<file path="config.mk">
export PLATFORM = sky130hd
export DESIGN_NAME = if_fetch_unit
export DESIGN_NICKNAME = d
export VERILOG_FILES = /design/src/rtl/if_pkg.sv /design/src/rtl/if_fetch_unit_fetch_fifo.sv /design/src/rtl/if_fetch_unit.sv
export SDC_FILE = /design/constraint.sdc
export NUM_CORES = 1
export LEC_CHECK = 0
export ABC_AREA = 1
export CAP_MARGIN = 30
export CORE_AREA = 2 2 167 169
export CTS_BUF_LIST = sky130_fd_sc_hd__clkbuf_4
export CTS_CLUSTER_SIZE = 28
export DETAILED_ROUTE_END_ITERATION = 8
export DIE_AREA = 0 0 169 171
export HOLD_SLACK_MARGIN = 0.05
export PLACE_DENSITY_LB_ADDON = 0.2
export RECOVER_POWER = 100
export SYNTH_ARGS = -nofsm -noshare
export SYNTH_HDL_FRONTEND = slang
export SYNTH_HIERARCHICAL = 1
export SYNTH_SLANG_ARGS = --single-unit
</file>
<file path="constraint.sdc">
create_clock -name clk -period 6.7 [get_ports clk]
set_input_delay 2.01 -clock clk [delete_from_list [all_inputs] [get_ports clk]]
set_output_delay 2.01 -clock clk [all_outputs]
set_load 0.1 [all_outputs]
</file>
<file path="src/rtl/if_pkg.sv">
// Shared types and widths for the instruction-fetch front end.
package if_pkg;
  localparam int PC_W       = 64;
  localparam int INST_W     = 32;
  localparam int INST_BYTES = 4;
  localparam logic [INST_W-1:0] NOP_INST = 32'h0000_0013;

  typedef struct packed {
    logic [PC_W-1:0]   pc;
    logic [INST_W-1:0] inst;
  } fetch_entry_t;
endpackage

</file>
<file path="src/rtl/if_fetch_unit_fetch_fifo.sv">
// Fetch buffer: small synchronous FIFO of {pc, inst} with flush; head reads 0 when empty.
module fetch_fifo
  import if_pkg::*;
#(
  parameter int DEPTH = 2,
  localparam int AW = $clog2(DEPTH)
) (
  input  logic         clk,
  input  logic         reset,
  input  logic         push,
  input  logic         pop,
  input  logic         flush,
  input  fetch_entry_t din,
  output logic [AW:0]  count,
  output fetch_entry_t head
);
  fetch_entry_t mem [DEPTH];
  logic [AW-1:0] rd_ptr, wr_ptr;

  always_ff @(posedge clk or negedge reset) begin
    if (!reset) begin
      rd_ptr <= '0;
      wr_ptr <= '0;
      count  <= '0;
    end else if (flush) begin
      rd_ptr <= '0;
      wr_ptr <= '0;
      count  <= '0;
    end else begin
      if (push) wr_ptr <= wr_ptr + AW'(1);
      if (pop)  rd_ptr <= rd_ptr + AW'(1);
      count <= count + (AW+1)'(push) - (AW+1)'(pop);
    end
  end

  // Storage needs no reset: head is masked while the FIFO is empty.
  always_ff @(posedge clk) begin
    if (push && !flush) mem[wr_ptr] <= din;
  end

  assign head = (count != '0) ? mem[rd_ptr] : '0;
endmodule

</file>
<file path="src/rtl/if_fetch_unit.sv">
// Instruction-fetch front end: PC sequencing, 1-cycle imem requests, fetch buffer, redirect flush.
// Optional FETCH_ALIGN_CHK_EN adds a sticky fetch_misalign flag for unaligned redirect targets.
module if_fetch_unit #(
  parameter int              PC_W      = if_pkg::PC_W,
  parameter int              INST_W    = if_pkg::INST_W,
  parameter logic [PC_W-1:0] RESET_PC  = '0,
  parameter int              BUF_DEPTH = 2
) (
  input  logic              clk,
  input  logic              reset,
  output logic              imem_req_valid,
  output logic [PC_W-1:0]   imem_req_addr,
  input  logic              imem_rsp_valid,
  input  logic [INST_W-1:0] imem_rsp_inst,
  input  logic              redirect_valid,
  input  logic [PC_W-1:0]   redirect_pc,
  input  logic              stall,
  output logic              fetch_valid,
  output logic [PC_W-1:0]   PC_Out,
  output logic [INST_W-1:0] Inst_output
`ifdef FETCH_ALIGN_CHK_EN
  ,
  output logic              fetch_misalign
`endif
);
  localparam int CW = $clog2(BUF_DEPTH) + 1;

  logic [CW-1:0]        count;
  logic [CW:0]          credit;
  logic                 inflight, issue, push, pop, hold;
  logic [PC_W-1:0]      fetch_pc, infl_pc;
  if_pkg::fetch_entry_t din, head;

  assign fetch_valid = (count != '0) & ~redirect_valid;
  assign pop         = fetch_valid & ~stall;
  assign push        = imem_rsp_valid & inflight & ~redirect_valid;

  // Slots already owed (buffered + in flight) minus the one leaving this cycle.
  assign credit = {1'b0, count} + (CW+1)'(inflight) - (CW+1)'(pop);
  assign issue  = reset & ~redirect_valid & ~hold & (credit < (CW+1)'(BUF_DEPTH));

  assign imem_req_valid = issue;
  assign imem_req_addr  = fetch_pc;
  assign din            = '{pc: infl_pc, inst: imem_rsp_inst};

  always_ff @(posedge clk or negedge reset) begin
    if (!reset) begin
      fetch_pc <= RESET_PC;
      infl_pc  <= '0;
      inflight <= 1'b0;
    end else begin
      inflight <= issue;
      if (issue) begin
        fetch_pc <= fetch_pc + PC_W'(if_pkg::INST_BYTES);
        infl_pc  <= fetch_pc;
      end
      if (redirect_valid) fetch_pc <= {redirect_pc[PC_W-1:2], 2'b00};
    end
  end

`ifdef FETCH_ALIGN_CHK_EN
  logic [PC_W-1:0] mis_pc;

  always_ff @(posedge clk or negedge reset) begin
    if (!reset) begin
      fetch_misalign <= 1'b0;
      mis_pc         <= '0;
    end else if (redirect_valid) begin
      fetch_misalign <= |redirect_pc[1:0];
      mis_pc         <= redirect_pc;
    end
  end

  assign hold   = fetch_misalign;
  assign PC_Out = fetch_misalign ? mis_pc : head.pc;
`else
  assign hold   = 1'b0;
  assign PC_Out = head.pc;
`endif
  assign Inst_output = head.inst;

  fetch_fifo #(.DEPTH(BUF_DEPTH)) u_fifo (
    .clk   (clk),
    .reset (reset),
    .push  (push),
    .pop   (pop),
    .flush (redirect_valid),
    .din   (din),
    .count (count),
    .head  (head)
  );
endmodule

</file>
run_1/power_grid.png
Bar = 50 um. Pins as bars on the die edge.
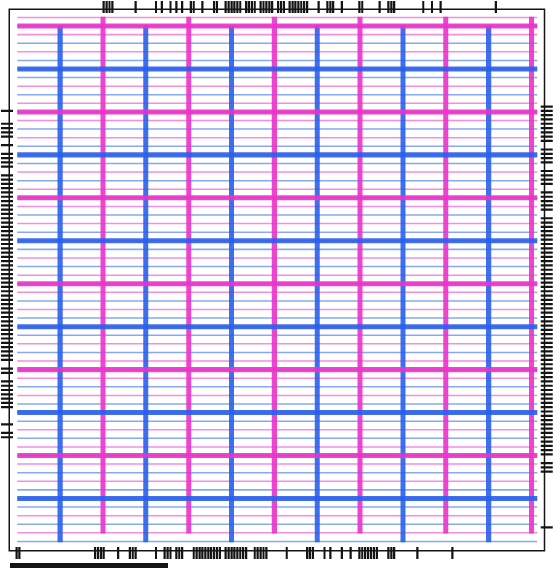
magenta -> VDD
blue -> VSS
met4 straps = 12
met1 rails = 62
rows = 61
floorplan core area: 0.0273 mm2
height of the die: 171 um
die x size: 169 um
peak ir drop on the vdd network: 189 uV

run_1/placement_by_type.png
Bar = 50 um.
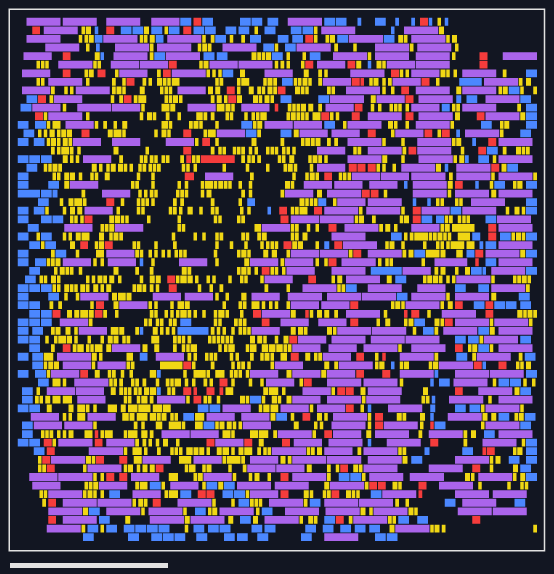
blue -> other buffers and delay cells  # cells 279
yellow -> combinational and other logic  # cells 1211
red -> clock drivers and dummy loads  # cells 152
purple -> flops  # cells 321

==> reports/summary.json, run 1 <==
{
  "run_status": {
    "run_status": "complete, but fails checks",
    "failed_checks": "max-capacitance violations, max-slew violations"
  },
  "layout": {
    "design.final.nets": 2001,
    "seq_cell_area_mm2": 0.00900,
    "post_route_cells_drive_above_1_share": 0.0948,
    "final_core_util": 0.674,
    "fillerInstances": 2259,
    "synthToLayoutAreaGrowth_pct": 25.9,
    "finish.instance_area_mm2": 0.0184
  },
  "critical_path": {
    "r2r_start": "u_fifo/count[1]",
    "worstPathMaxFanout": 2,
    "worst_r2r_endpoint": "imem_req_addr[37]",
    "setup.reg_to_reg.worst_slack_ns": 1.91,
    "cp_data_arrival_time_ns": 4.44
  },
  "place": {
    "dpl-instance-area_mm2": 0.0175,
    "hpwlAfterDp_mm": 28.9
  },
  "timing": {
    "fin_crit_period_ns": 6.45,
    "drv_slew": 508,
    "setup_viol_count_final": 0,
    "unrepaired_setup_endpoints_after_global_routing": "no",
    "tns_ns": 0,
    "final.hold.worst_slack_ns": 0.458,
    "final.period_utilization": 0.963
  },
  "synth": {
    "ys_warn_count": 6,
    "synth_area_per_cell_um2": 9.18,
    "synth_area_mm2": 0.0146,
    "post_synth_inst_count": 1594,
    "async_flop_share": 0.402,
    "synth-seq-cells": 321,
    "ys_seq_share": 0.615,
    "synthTopLogicFamily": "simple AND/OR/NAND/NOR gates",
    "area_leaders": "edfxtp_1 (39%), dfrtp_1 (22%), nand2_1 (13%), nor2_1 (6.0%), a21oi_1 (3.4%)",
    "largest_area_cell": "edfxtp_1",
    "synth.top_cell.area_share": 0.394,
    "edf_count": 192,
    "synth.cells.most_frequent": "nand2_1 (492), nor2_1 (235), edfxtp_1 (192)",
    "synth-main-ff-cell": "edfxtp_1",
    "synth-xor-area-share": 0.00718,
    "synth-simple-area-share": 0.240,
    "yosysCellCount": 1594
  },
  "power": {
    "p_leak_nw": 7.77,
    "p_sw_frac": 0.371,
    "power_frac_seq": 0.444,
    "internal-power_w": 0.00363,
    "power.density_mw_per_mm2": 313,
    "power.combinational.fraction": 0.255
  },
  "job": {
    "drv_cap": 9
  },
  "clock_network": {
    "cts_hold_repair.buffers": 0,
    "numCtsBuffers": 82,
    "cts_root_buf": "clkbuf_4",
    "cts.repair.resized": 0,
    "numClockSinks": 321
  },
  "detailed_routing": {
    "drc_errors": 0,
    "drtIter0Drc": 1065,
    "drtPass1Iterations": 7,
    "wire_per_inst_um": 18.1,
    "num_vias": 12296
  },
  "die": {
    "floorplan.io_pins": 263,
    "placementRows": 61
  },
  "global_route": {
    "gr_overflow_total": 0,
    "grt_pass1_wl_mm": 64.1,
    "track_usage": 0.289
  },
  "min_path": {
    "timing.hold.worst_path_depth": 0
  }
}
run_1/clk_routes.png
Bar = 50 um.
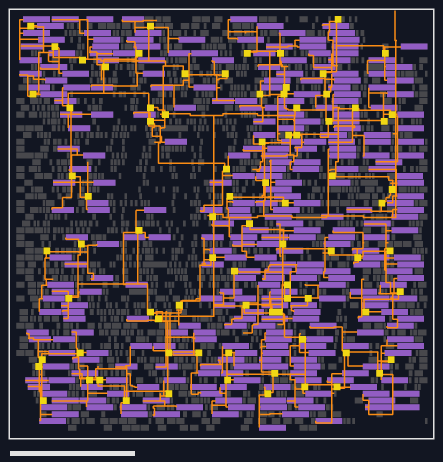
orange -> clock wires  # length 4220 um
purple -> flip-flops  # count 321
yellow -> clock drivers  # count 82
flops lie = spread over the die
routed clock nets = 83
source-to-sink clock delay at the later pin of the worst-skew pair: 0.70 ns
clock skew: 0.0407 ns
relative contribution of the clock network to total power: 0.302
Power Clock: 0.00174 W

==> run 1: power groups by stage <==
stage / clock [W] / sequential (W) / combinational (W)
6_report: 0.00174 / 0.00256 / 0.00147
2_1_floorplan: 0 / 0.00293 / 0.000700
4_1_cts: 0.00178 / 0.00255 / 0.00152
3_5_place_dp: 0 / 0.00259 / 0.00151
3_3_place_gp: 0 / 0.00258 / 0.00148
5_1_grt: 0.00188 / 0.00258 / 0.00155
==> run 1: stage by stage <==
step	setup WS, ns	instances
detailed placement	0.345	2157
CTS	0.330	2309
global route	0.115	2311
floorplan	-0.437	1599
global placement	0.360	2154
finish	0.247	2311
==> run 1: final cells by class <==
cell class / count / share of cell area
diodes: 2 / 0.000272
clock buffers: 136 / 0.0554
clock inverters: 16 / 0.00523
inverters: 121 / 0.0247
multi-input cells: 1090 / 0.261
flip-flops and latches: 321 / 0.489
well taps: 346 / 0.0235
repair buffers: 279 / 0.141
==> run 1: cell usage in the layout, fill, tap and decap left out, drive strengths merged, types with 11 or more instances in the layout <==
cell type | synthesis | layout
nand2 | 500 | 500
clkdlybuf4s50 | 0 | 64
o21ai | 94 | 94
dlygate4sd3 | 0 | 164
nor2 | 248 | 248
clkbuf | 13 | 175
edfxtp | 192 | 192
clkinv | 3 | 17
xor2 | 11 | 11
buf | 54 | 12
nand3b | 22 | 22
nand3 | 71 | 71
a21oi | 100 | 100
dfrtp | 129 | 129
nand4 | 13 | 13
inv | 118 | 118
==> run 1: sequential cells by signal (all words and copies together) (netlist names) <==
register	cells
u_fifo/wr_ptr	1
inflight	1
infl_pc	62
u_fifo/rd_ptr	1
u_fifo/count	2
imem_req_addr	62
u_fifo/mem	192
==> run 1: kinds of logic after synthesis <==
group                    Yosys count
AND/OR/NAND/NOR                  856
flip-flops                       321
AND-OR/OR-AND                    211
buffers and inverters            188
XOR/XNOR                          12
adder cells (fa/ha/maj)            5
other                              1
==> run 1: worst max-delay path, delay by kind of cell <==
family | cells | cell delay [ns]
AND/OR/NAND/NOR | 4 | 0.65
AND-OR/OR-AND | 1 | 0.25
adder cells (fa/ha/maj) | 2 | 0.78
buffers and inverters | 3 | 0.74
==> run 1: how the worst max path moves through the flow <==
stage,from,to,cells after the start
after floorplan,redirect_valid,u_fifo/mem[0][0],5
after global placement,stall,imem_req_valid,10
after detailed placement,stall,imem_req_valid,10
after CTS,stall,imem_req_valid,10
after global routing,stall,imem_req_valid,10
final,stall,imem_req_valid,10
==> run 1: routing by layer <==
metal	track usage	vias to the layer above	part of all wire
met2	0.452	489	0.46
li1	-	5866	-
met5	0	-	0
met3	0.0641	85	0.079
met1	0.401	5856	0.44
met4	0.103	0	0.027
run_1/placement.png
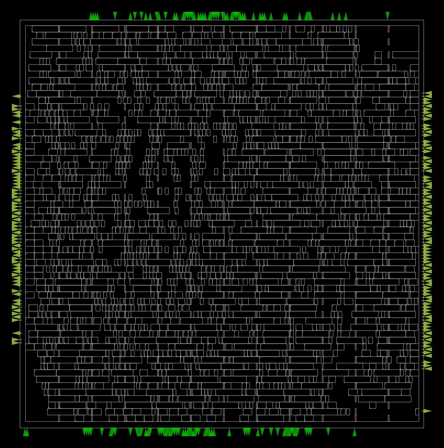

==> run 2, diff against run 1 <==
--- a/config.mk
+++ b/config.mk
@@ -17,5 +17,4 @@
 export RECOVER_POWER = 100
 export SYNTH_ARGS = -nofsm -noshare
 export SYNTH_HDL_FRONTEND = slang
-export SYNTH_HIERARCHICAL = 1
 export SYNTH_SLANG_ARGS = --single-unit
run_2/placement.png
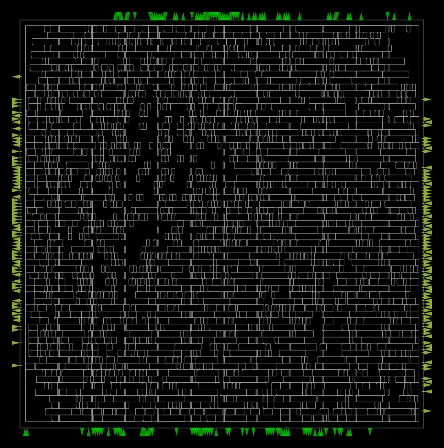
sequential share of cell area: 0.488
FP Rows: 61
fill cell total of the finished layout: 2273
final std cells w/o fill: 2298

==> reports/summary.json, run 2 <==
{
  "layout": {
    "top_register": "u_fifo.mem",
    "post_route_cells_drive_above_1_share": {"value": 0.0949, "change": "+0.000119"},
    "synthToLayoutAreaGrowth_pct": 26.7,
    "design.final.nets": {"value": 1990, "change": "-0.55%"},
    "layout_top_cell": "nand2_1",
    "largest_register_ffs": {"value": 188, "change": "-2.1%"},
    "final_cell_mix": "nand2_1 (493), nor2_1 (269), edfxtp_1 (188)"
  },
  "timing": {
    "hold_violations": 0,
    "tns": {"value": 0, "unit": "ns", "change": "unchanged"},
    "final.hold.worst_slack": {"value": 0.428, "unit": "ns", "change": "-0.0303 ns"},
    "fin_crit_period": {"value": 6.47, "unit": "ns", "change": "+0.0135 ns"},
    "final.setup_skew": {"value": 0.0766, "unit": "ns", "change": "+0.0359 ns"},
    "drv_slew": {"value": 412, "change": "-19%"},
    "worstMarginPinSlew_ns": 2.64,
    "unrepaired_setup_endpoints_after_global_routing": "no",
    "final.period_utilization": {"value": 0.965, "change": "+0.00202"},
    "maximum_clock_rate_mhz": 155,
    "setup_viol_count_final": {"value": 0, "change": "unchanged"}
  },
  "detailed_routing": {
    "drtPass1Iterations": {"value": 5, "change": "-2"},
    "vias_per_cell": 5.34,
    "drc_errors": {"value": 0, "change": "unchanged"},
    "drtIter0Drc": {"value": 1003, "change": "-5.8%"},
    "num_vias": {"value": 12265, "change": "-0.25%"},
    "wire_per_inst": {"value": 18.5, "unit": "um", "change": "+2.1%"}
  },
  "critical_path": {
    "cp.buffers_inverters": {"value": 4, "change": "+1"},
    "timing.critical_path.slowest_cell_delay_ns": 0.48,
    "cp_data_arrival_time": {"value": 4.46, "unit": "ns", "change": "+0.02 ns"},
    "timing.critical_path.max_delay_family": "simple AND/OR/NAND/NOR gates",
    "worst_setup_path_end_kind": "output port",
    "critical_path_required_ns": 4.69,
    "critPathMostFrequentCell": "nand2_1",
    "critPathKind": "in -> out",
    "worstPathMaxFanout": {"value": 3, "change": "+1"},
    "worst_path_cell_chain": "clkdlybuf4s50_1, nor3_1, ha_1, inv_1, nand2_1, fa_1, nand2_1, nor2_1, nand2_4, inv_2, buf_12"
  },
  "power": {
    "p_leak": {"value": 7.56, "unit": "nW", "change": "-2.6%"},
    "power.ir.vdd_worst": {"value": 172, "unit": "uV", "change": "-8.8%"},
    "power.density": {"value": 326, "unit": "mW/mm2", "change": "+4.1%"}
  },
  "die": {
    "dieWidth": {"value": 169, "unit": "um", "change": "unchanged"},
    "floorplan.initialDensity": 0.526,
    "die_area_mm2": 0.0289,
    "floorplan.core_area": {"value": 0.0273, "unit": "mm2", "change": "unchanged"},
    "floorplan.io_pins": {"value": 263, "change": "unchanged"},
    "die.size.y": {"value": 171, "unit": "um", "change": "unchanged"}
  },
  "global_route": {
    "grtUsageMet2": {"value": 0.447, "change": "-0.00517"},
    "gr_overflow_total": {"value": 0, "change": "unchanged"},
    "fraction_of_met3_tracks_used_by_global_routing": {"value": 0.0592, "change": "-0.00486"},
    "first_global_vias": 11759,
    "grt_pass1_wl": {"value": 64.6, "unit": "mm", "change": "+0.78%"},
    "grt-busiest-layer": "met2",
    "met1_global_route_usage": {"value": 0.419, "change": "+0.0176"},
    "track_usage": {"value": 0.294, "change": "+0.00460"}
  },
  "clock_network": {
    "cts.path.max_buffers": 3,
    "cts.repair.resized": {"value": 0, "change": "unchanged"},
    "clock_pin_slew_on_the_worst_setup_and_hold_paths_ns": 0.06,
    "clk_latency": {"value": 0.72, "unit": "ns", "change": "+0.02 ns"},
    "tritoncts": "yes",
    "cts_hold_repair.buffers": {"value": 0, "change": "unchanged"},
    "numClockSinks": {"value": 317, "change": "-1.2%"},
    "cts_setup_buffers": 0,
    "numCtsBuffers": {"value": 82, "change": "unchanged"},
    "cts_root_buf": "clkbuf_4"
  },
  "synth": {
    "synth-simple-area-share": {"value": 0.248, "change": "+0.00783"},
    "yosysCellCount": {"value": 1585, "change": "-0.56%"},
    "post_synth_inst_count": {"value": 1585, "change": "-0.56%"},
    "synth.cells.most_frequent": "nand2_1 (492), nor2_1 (271), edfxtp_1 (188)",
    "ys_seq_share": {"value": 0.618, "change": "+0.00320"},
    "edf_count": {"value": 188, "change": "-2.1%"},
    "synth-main-ff-cell": "edfxtp_1",
    "largest_area_cell": "edfxtp_1",
    "synth.area.mux_share": 0,
    "synth_area": {"value": 0.0144, "unit": "mm2", "change": "-1.8%"},
    "synth-area-yosys_mm2": 0.0144,
    "yosysUniqueCellTypes": 31,
    "synth.top_cell.area_share": {"value": 0.393, "change": "-0.000948"},
    "async_flop_share": {"value": 0.407, "change": "+0.00507"},
    "synth-seq-cells": {"value": 317, "change": "-1.2%"},
    "synth-xor-area-share": {"value": 0.00732, "change": "+0.000135"},
    "area_leaders": "edfxtp_1 (39%), dfrtp_1 (22%), nand2_1 (13%), nor2_1 (7.1%), a21oi_1 (3.3%)",
    "ys_warn_count": {"value": 0, "change": "-6"},
    "synth_area_per_cell": {"value": 9.06, "unit": "um2", "change": "-1.3%"},
    "synthTopLogicFamily": "simple AND/OR/NAND/NOR gates",
    "ys_sh_aoi": 0.0715
  },
  "run_status": {
    "failed_checks": "max-capacitance violations, max-slew violations",
    "run_status": "complete, but fails checks"
  },
  "place": {
    "place.gp.congestion": 0.998,
    "hpwlAfterDp": {"value": 29.6, "unit": "mm", "change": "+2.4%"}
  },
  "job": {
    "openroad.warnings": 30,
    "drv_cap": {"value": 8, "change": "-1"}
  },
  "min_path": {
    "holdCritPathClass": "reg -> reg"
  }
}
==> run 2: layout make-up <==
cell class              instances  area [um2]
diodes                          2        5.00
clock buffers                 130         976
clock inverters                20        95.1
fillers                      2273        9140
inverters                     107         402
multi-input cells            1096        4800
flip-flops and latches        317        8870
well taps                     346         433
repair buffers                280        2610
==> run 2: worst register-to-register path: cells and delay by family (launching register included) <==
kind          cells  cell delay, ns
simple gates      9            1.83
fa+ha+maj         2            0.77
buf+inv           3            1.74
flops             1            0.45
==> run 2: per-layer routing <==
layer,share of wire,vias up
met5,0,-
met4,0.026,0
met3,0.087,76
met2,0.45,536
met1,0.44,5822
li1,-,5831
==> run 2: worst paths after layout <==
check	endpoint	slack, ns	depth (start not counted)	from
worst max-delay path	imem_req_valid	0.23	11	stall
worst min-delay path	u_fifo.mem[0][71]	0.43	0	infl_pc[39]
worst max register to register	imem_req_addr[51]	1.80	14	u_fifo.count[1]
worst min register to register	u_fifo.mem[0][71]	0.43	0	infl_pc[39]
max in group asynchronous	imem_req_addr[56]	1.12	3	reset
min in group asynchronous	infl_pc[46]	1.67	1	reset
==> run 2: through the flow <==
| step | setup slack, ns | util | total power, W | area (um2) | std cells |
|---|---|---|---|---|---|
| 6_report | 0.233 | 0.666 | 0.00593 | 18200 | 2298 |
| 5_1_grt | 0.0995 | 0.666 | 0.00621 | 18200 | 2298 |
| 4_1_cts | 0.295 | 0.673 | 0.00602 | 18400 | 2295 |
| 3_5_place_dp | 0.318 | 0.633 | 0.00433 | 17300 | 2145 |
| 3_3_place_gp | 0.367 | 0.628 | 0.00426 | 17200 | 2140 |
| 2_1_floorplan | 0.424 | - | 0.00378 | 14400 | 1588 |
==> run 2: power breakdown <==
part / switching (W) / internal, W
clock network: 0.000799 / 0.000884
registers: 0.000223 / 0.00237
logic: 0.00129 / 0.000370
total: 0.00231 / 0.00362
==> run 2: logic make-up after synthesis <==
logic type               Yosys count
adder cells (fa/ha/maj)            5
XOR/XNOR                          12
AND/OR/NAND/NOR                  879
flip-flops                       317
other                              1
AND-OR/OR-AND                    196
buffers and inverters            175
run_2/clk_routes.png
Bar = 50 um.
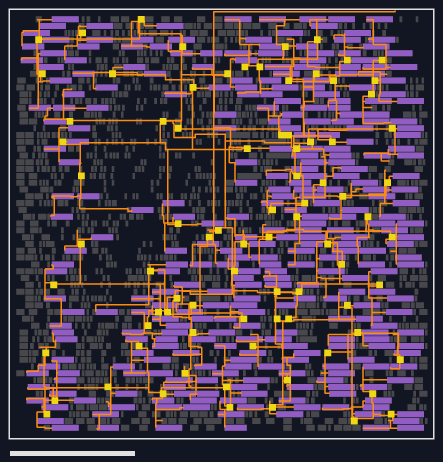

==> run 3, diff against run 2 <==
--- a/config.mk
+++ b/config.mk
@@ -13,7 +13,7 @@
 export DETAILED_ROUTE_END_ITERATION = 8
 export DIE_AREA = 0 0 169 171
 export HOLD_SLACK_MARGIN = 0.05
-export PLACE_DENSITY_LB_ADDON = 0.2
+export PLACE_DENSITY = 0.86
 export RECOVER_POWER = 100
 export SYNTH_ARGS = -nofsm -noshare
 export SYNTH_HDL_FRONTEND = slang
run_3/clk_routes.png
Bar = 50 um.
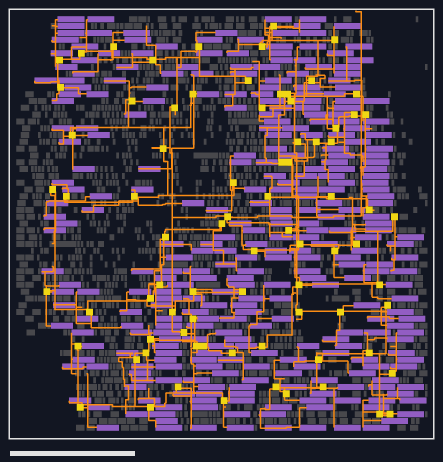
orange -> clock wires  # length 4180 um
yellow -> clock drivers  # count 79
purple -> flip-flops  # count 317
routed clock nets = 80
Power Clock: 0.00169 W
clock skew: 0.0558 ns

==> reports/summary.json, run 3 <==
{
  "run_status": {
    "run_status": "complete, but fails checks",
    "failed_checks": "max-capacitance violations, max-slew violations"
  },
  "detailed_routing": {
    "wire_per_inst": {"value": 18.9, "unit": "um", "change": "+2.3%"},
    "vias_per_cell": {"value": 5.47, "change": "+2.5%"},
    "num_vias": {"value": 12504, "change": "+1.9%"},
    "drc_errors": {"value": 0, "change": "unchanged"},
    "drtPass1Iterations": {"value": 5, "change": "unchanged"},
    "antenna_left": 0,
    "drt_wl_total_mm": 43.3,
    "drtIter0Drc": {"value": 1312, "change": "+31%"}
  },
  "job": {
    "drv_cap": {"value": 7, "change": "-1"},
    "openroad.warnings": {"value": 30, "change": "unchanged"}
  },
  "critical_path": {
    "timing.critical_path.slowest_stage_cell": "fa_1",
    "worstSetupStartpointType": "input port",
    "worst_setup_path_end_kind": "output port",
    "critPathKind": "in -> out",
    "timing.critical_path.max_delay_family": "buffers and inverters",
    "r2r_start": "u_fifo.count[1]",
    "cp.buffers_inverters": {"value": 4, "change": "unchanged"},
    "crit_path_end": "imem_req_valid",
    "timing.critical_path.slowest_cell_delay": {"value": 0.49, "unit": "ns", "change": "about the same"},
    "setup.reg_to_reg.worst_slack": {"value": 1.83, "unit": "ns", "change": "+0.03 ns"},
    "worst_r2r_path_depth": {"value": 15, "change": "+1"},
    "worst_path_cell_chain": "clkdlybuf4s50_1, nor3_1, ha_1, inv_1, nand2_1, fa_1, nand2_1, nor2_1, nand2_4, inv_1, buf_12",
    "timing.critical_path.from": "stall",
    "path_depth": {"value": 11, "change": "unchanged"},
    "worst_r2r_endpoint": "imem_req_addr[54]",
    "worstPathMaxFanout": {"value": 3, "change": "unchanged"},
    "cp_data_arrival_time": {"value": 4.39, "unit": "ns", "change": "-0.07 ns"},
    "critical_path_required": {"value": 4.69, "unit": "ns", "change": "about the same"}
  },
  "place": {
    "hpwlAfterDp": {"value": 30.4, "unit": "mm", "change": "+2.7%"},
    "numPortBuffers": 256,
    "place.gp.congestion": {"value": 1.01, "change": "+0.84%"},
    "placedCellCount": {"value": 2143, "change": "-0.093%"}
  },
  "global_route": {
    "first_global_vias": {"value": 12234, "change": "+4.0%"},
    "track_usage": {"value": 0.297, "change": "+0.00382"},
    "grt_pass1_wl": {"value": 65.5, "unit": "mm", "change": "+1.4%"},
    "gr_overflow_total": {"value": 0, "change": "unchanged"},
    "grt_start_max_net_pins": 86,
    "grt_antenna_before_repair": 2
  },
  "layout": {
    "layoutNonFillerInstCount": {"value": 2286, "change": "-0.52%"},
    "final_core_util": {"value": 0.661, "change": "-0.00435"},
    "final_cell_mix": "nand2_1 (493), nor2_1 (270), edfxtp_1 (188)",
    "area.combinational": {"value": 0.00479, "unit": "mm2", "change": "-0.16%"},
    "top_register": "u_fifo.mem",
    "synthToLayoutAreaGrowth_pct": 25.8,
    "design.final.nets": {"value": 1984, "change": "-0.30%"},
    "layout_top_cell": "nand2_1",
    "fillerInstances": {"value": 2159, "change": "-5.0%"},
    "post_route_cells_drive_above_1_share": {"value": 0.109, "change": "+0.0145"},
    "seq_cell_area": {"value": 0.00887, "unit": "mm2", "change": "about the same"},
    "largest_register_ffs": {"value": 188, "change": "unchanged"}
  },
  "synth": {
    "synth-main-ff-cell": "edfxtp_1",
    "synth.cells.most_frequent": "nand2_1 (492), nor2_1 (271), edfxtp_1 (188)",
    "ys_warn_count": {"value": 0, "change": "unchanged"},
    "post_synth_inst_count": {"value": 1585, "change": "unchanged"},
    "synth.top_cell.area_share": {"value": 0.393, "change": "unchanged"},
    "area_leaders": "edfxtp_1 (39%), dfrtp_1 (22%), nand2_1 (13%), nor2_1 (7.1%), a21oi_1 (3.3%)",
    "synth_area_per_cell": {"value": 9.06, "unit": "um2", "change": "unchanged"},
    "synth-area-yosys": {"value": 0.0144, "unit": "mm2", "change": "unchanged"},
    "yosysCellCount": {"value": 1585, "change": "unchanged"},
    "synth-seq-cells": {"value": 317, "change": "unchanged"},
    "ys_seq_share": {"value": 0.618, "change": "unchanged"},
    "synth_area": {"value": 0.0144, "unit": "mm2", "change": "unchanged"},
    "async_flop_share": {"value": 0.407, "change": "unchanged"},
    "synth_dominant_cell_count": "nand2_1",
    "yosysUniqueCellTypes": {"value": 31, "change": "unchanged"},
    "largest_area_cell": "edfxtp_1",
    "edf_count": {"value": 188, "change": "unchanged"}
  },
  "die": {
    "placementRows": {"value": 61, "change": "unchanged"},
    "die_area": {"value": 0.0289, "unit": "mm2", "change": "unchanged"},
    "floorplan.initialDensity": {"value": 0.526, "change": "unchanged"},
    "dieWidth": {"value": 169, "unit": "um", "change": "unchanged"},
    "die.size.y": {"value": 171, "unit": "um", "change": "unchanged"},
    "floorplan.io_pins": {"value": 263, "change": "unchanged"},
    "floorplan.core_area": {"value": 0.0273, "unit": "mm2", "change": "unchanged"}
  },
  "timing": {
    "tns": {"value": 0, "unit": "ns", "change": "unchanged"},
    "max_slew_margin": -1.44,
    "unrepaired_setup_endpoints_after_global_routing": "no",
    "final.period_utilization": {"value": 0.955, "change": "-0.0106"},
    "maximum_clock_rate": {"value": 156, "unit": "MHz", "change": "+1.1%"},
    "final.hold.worst_slack": {"value": 0.455, "unit": "ns", "change": "+0.0274 ns"},
    "drv_slew": {"value": 394, "change": "-4.4%"},
    "worstMarginPinSlew": {"value": 3.65, "unit": "ns", "change": "+1.01 ns"},
    "hold_violations": {"value": 0, "change": "unchanged"},
    "fin_crit_period": {"value": 6.40, "unit": "ns", "change": "-0.0713 ns"},
    "setup_viol_count_final": {"value": 0, "change": "unchanged"}
  },
  "clock_network": {
    "clk_latency": {"value": 0.72, "unit": "ns", "change": "about the same"},
    "clock_tree.htree_level_count": 3,
    "cts_root_buf": "clkbuf_4",
    "cts_hold_repair.buffers": {"value": 0, "change": "unchanged"},
    "tritoncts": "yes",
    "cts.path.max_buffers": {"value": 3, "change": "unchanged"},
    "numClockSinks": {"value": 317, "change": "unchanged"},
    "cts_setup_buffers": {"value": 0, "change": "unchanged"},
    "clock_pin_slew_on_the_worst_setup_and_hold_paths": {"value": 0.07, "unit": "ns", "change": "about the same"},
    "numCtsBuffers": {"value": 79, "change": "-3.7%"},
    "cts.repair.resized": {"value": 0, "change": "unchanged"}
  },
  "power": {
    "internal-power": {"value": 0.00363, "unit": "W", "change": "+0.31%"},
    "power.density": {"value": 329, "unit": "mW/mm2", "change": "+1.1%"},
    "power.switching": {"value": 0.00232, "unit": "W", "change": "+0.55%"},
    "p_leak": {"value": 7.56, "unit": "nW", "change": "about the same"},
    "power.ir.vdd_worst": {"value": 216, "unit": "uV", "change": "+26%"},
    "power.combinational.fraction": {"value": 0.280, "change": "about the same"},
    "clock_power_share": {"value": 0.283, "change": "about the same"},
    "p_sw_frac": {"value": 0.390, "change": "+0.000586"},
    "power_frac_seq": {"value": 0.437, "change": "about the same"}
  },
  "min_path": {
    "holdCritPathClass": "reg -> reg"
  }
}
run 3: cell types whose count changed in the layout (fill, tap and decap cells not counted), moves of 2 or more:
| cell | before | now |
|---|---|---|
| clkbuf_2 | 4 | 42 |
| clkbuf_4 | 131 | 119 |
| clkdlybuf4s50_1 | 70 | 64 |
| bufinv_16 | 0 | 2 |
| clkinv_1 | 12 | 14 |
| dlygate4sd3_1 | 149 | 126 |
| clkbuf_1 | 39 | 26 |
| buf_16 | 5 | 7 |
run 3: stage by stage:
stage                     area [um2]  total power, W  setup slack (ns)
after detailed placement       17300         0.00434             0.364
after global placement         17000         0.00424             0.428
final                          18100         0.00595             0.305
after CTS                      18300         0.00602             0.359
after global routing           18100         0.00619             0.184
after floorplan                14400         0.00378             0.424
run 3: layer usage:
layer,vias up,track usage,share of wire
met1,5936,0.402,0.40
met3,101,0.0532,0.086
met5,-,0,0.00030
met2,655,0.475,0.48
met4,2,0.133,0.034
li1,5810,-,-
run 3: final cells by class:
class	instances	area share
clock buffer	119	0.0494
timing repair buffer	277	0.139
inverter	107	0.0222
tap	346	0.0240
multi-input combinational	1096	0.265
antenna	1	0.000138
sequential	317	0.491
clock inverter	23	0.00879
run 3: kinds of logic (layout without fill, tap and decap cells):
family / count (synthesis) / count (layout) / share of synthesized area
buffers and inverters: 175 / 526 / 0.0501
AOI/OAI and AO/OA: 196 / 196 / 0.0715
and+or+nand+nor: 879 / 879 / 0.248
adders and majority gates: 5 / 5 / 0.00488
other: 1 / 5 / 0.000261
DFF: 317 / 317 / 0.618
xor gates and xnor gates: 12 / 12 / 0.00732
run 3: power by group through the flow:
stage               Combinational [W]  Clock [W]  Sequential (W)
detailed placement            0.00171          0         0.00263
global route                  0.00176    0.00181         0.00262
CTS                           0.00172    0.00171         0.00259
floorplan                    0.000795          0         0.00299
finish                        0.00167    0.00169         0.00260
global placement              0.00164          0         0.00261
run 3: worst reg2reg max path: cells and delay by family, from the launching register on:
family / cells / cell delay, ns
AND/OR/NAND/NOR: 8 / 1.57
buffers and inverters: 4 / 1.69
adder cells (fa/ha/maj): 2 / 0.75
AND-OR/OR-AND: 1 / 0.28
flip-flops: 1 / 0.47
run 3: how the worst min path moves through the flow:
stage                            from  slack (ns)                 to  cells past startpoint
after floorplan            infl_pc[2]        0.44  u_fifo.mem[0][34]                      0
after global placement    infl_pc[16]        0.45  u_fifo.mem[0][48]                      0
after detailed placement  infl_pc[33]        0.46  u_fifo.mem[0][65]                      0
after CTS                 infl_pc[14]        0.45  u_fifo.mem[1][46]                      0
after global routing      infl_pc[29]        0.48  u_fifo.mem[1][61]                      0
final                     infl_pc[14]        0.46  u_fifo.mem[1][46]                      0
Power figures rest on the tool's default switching activity, not on a simulated workload.
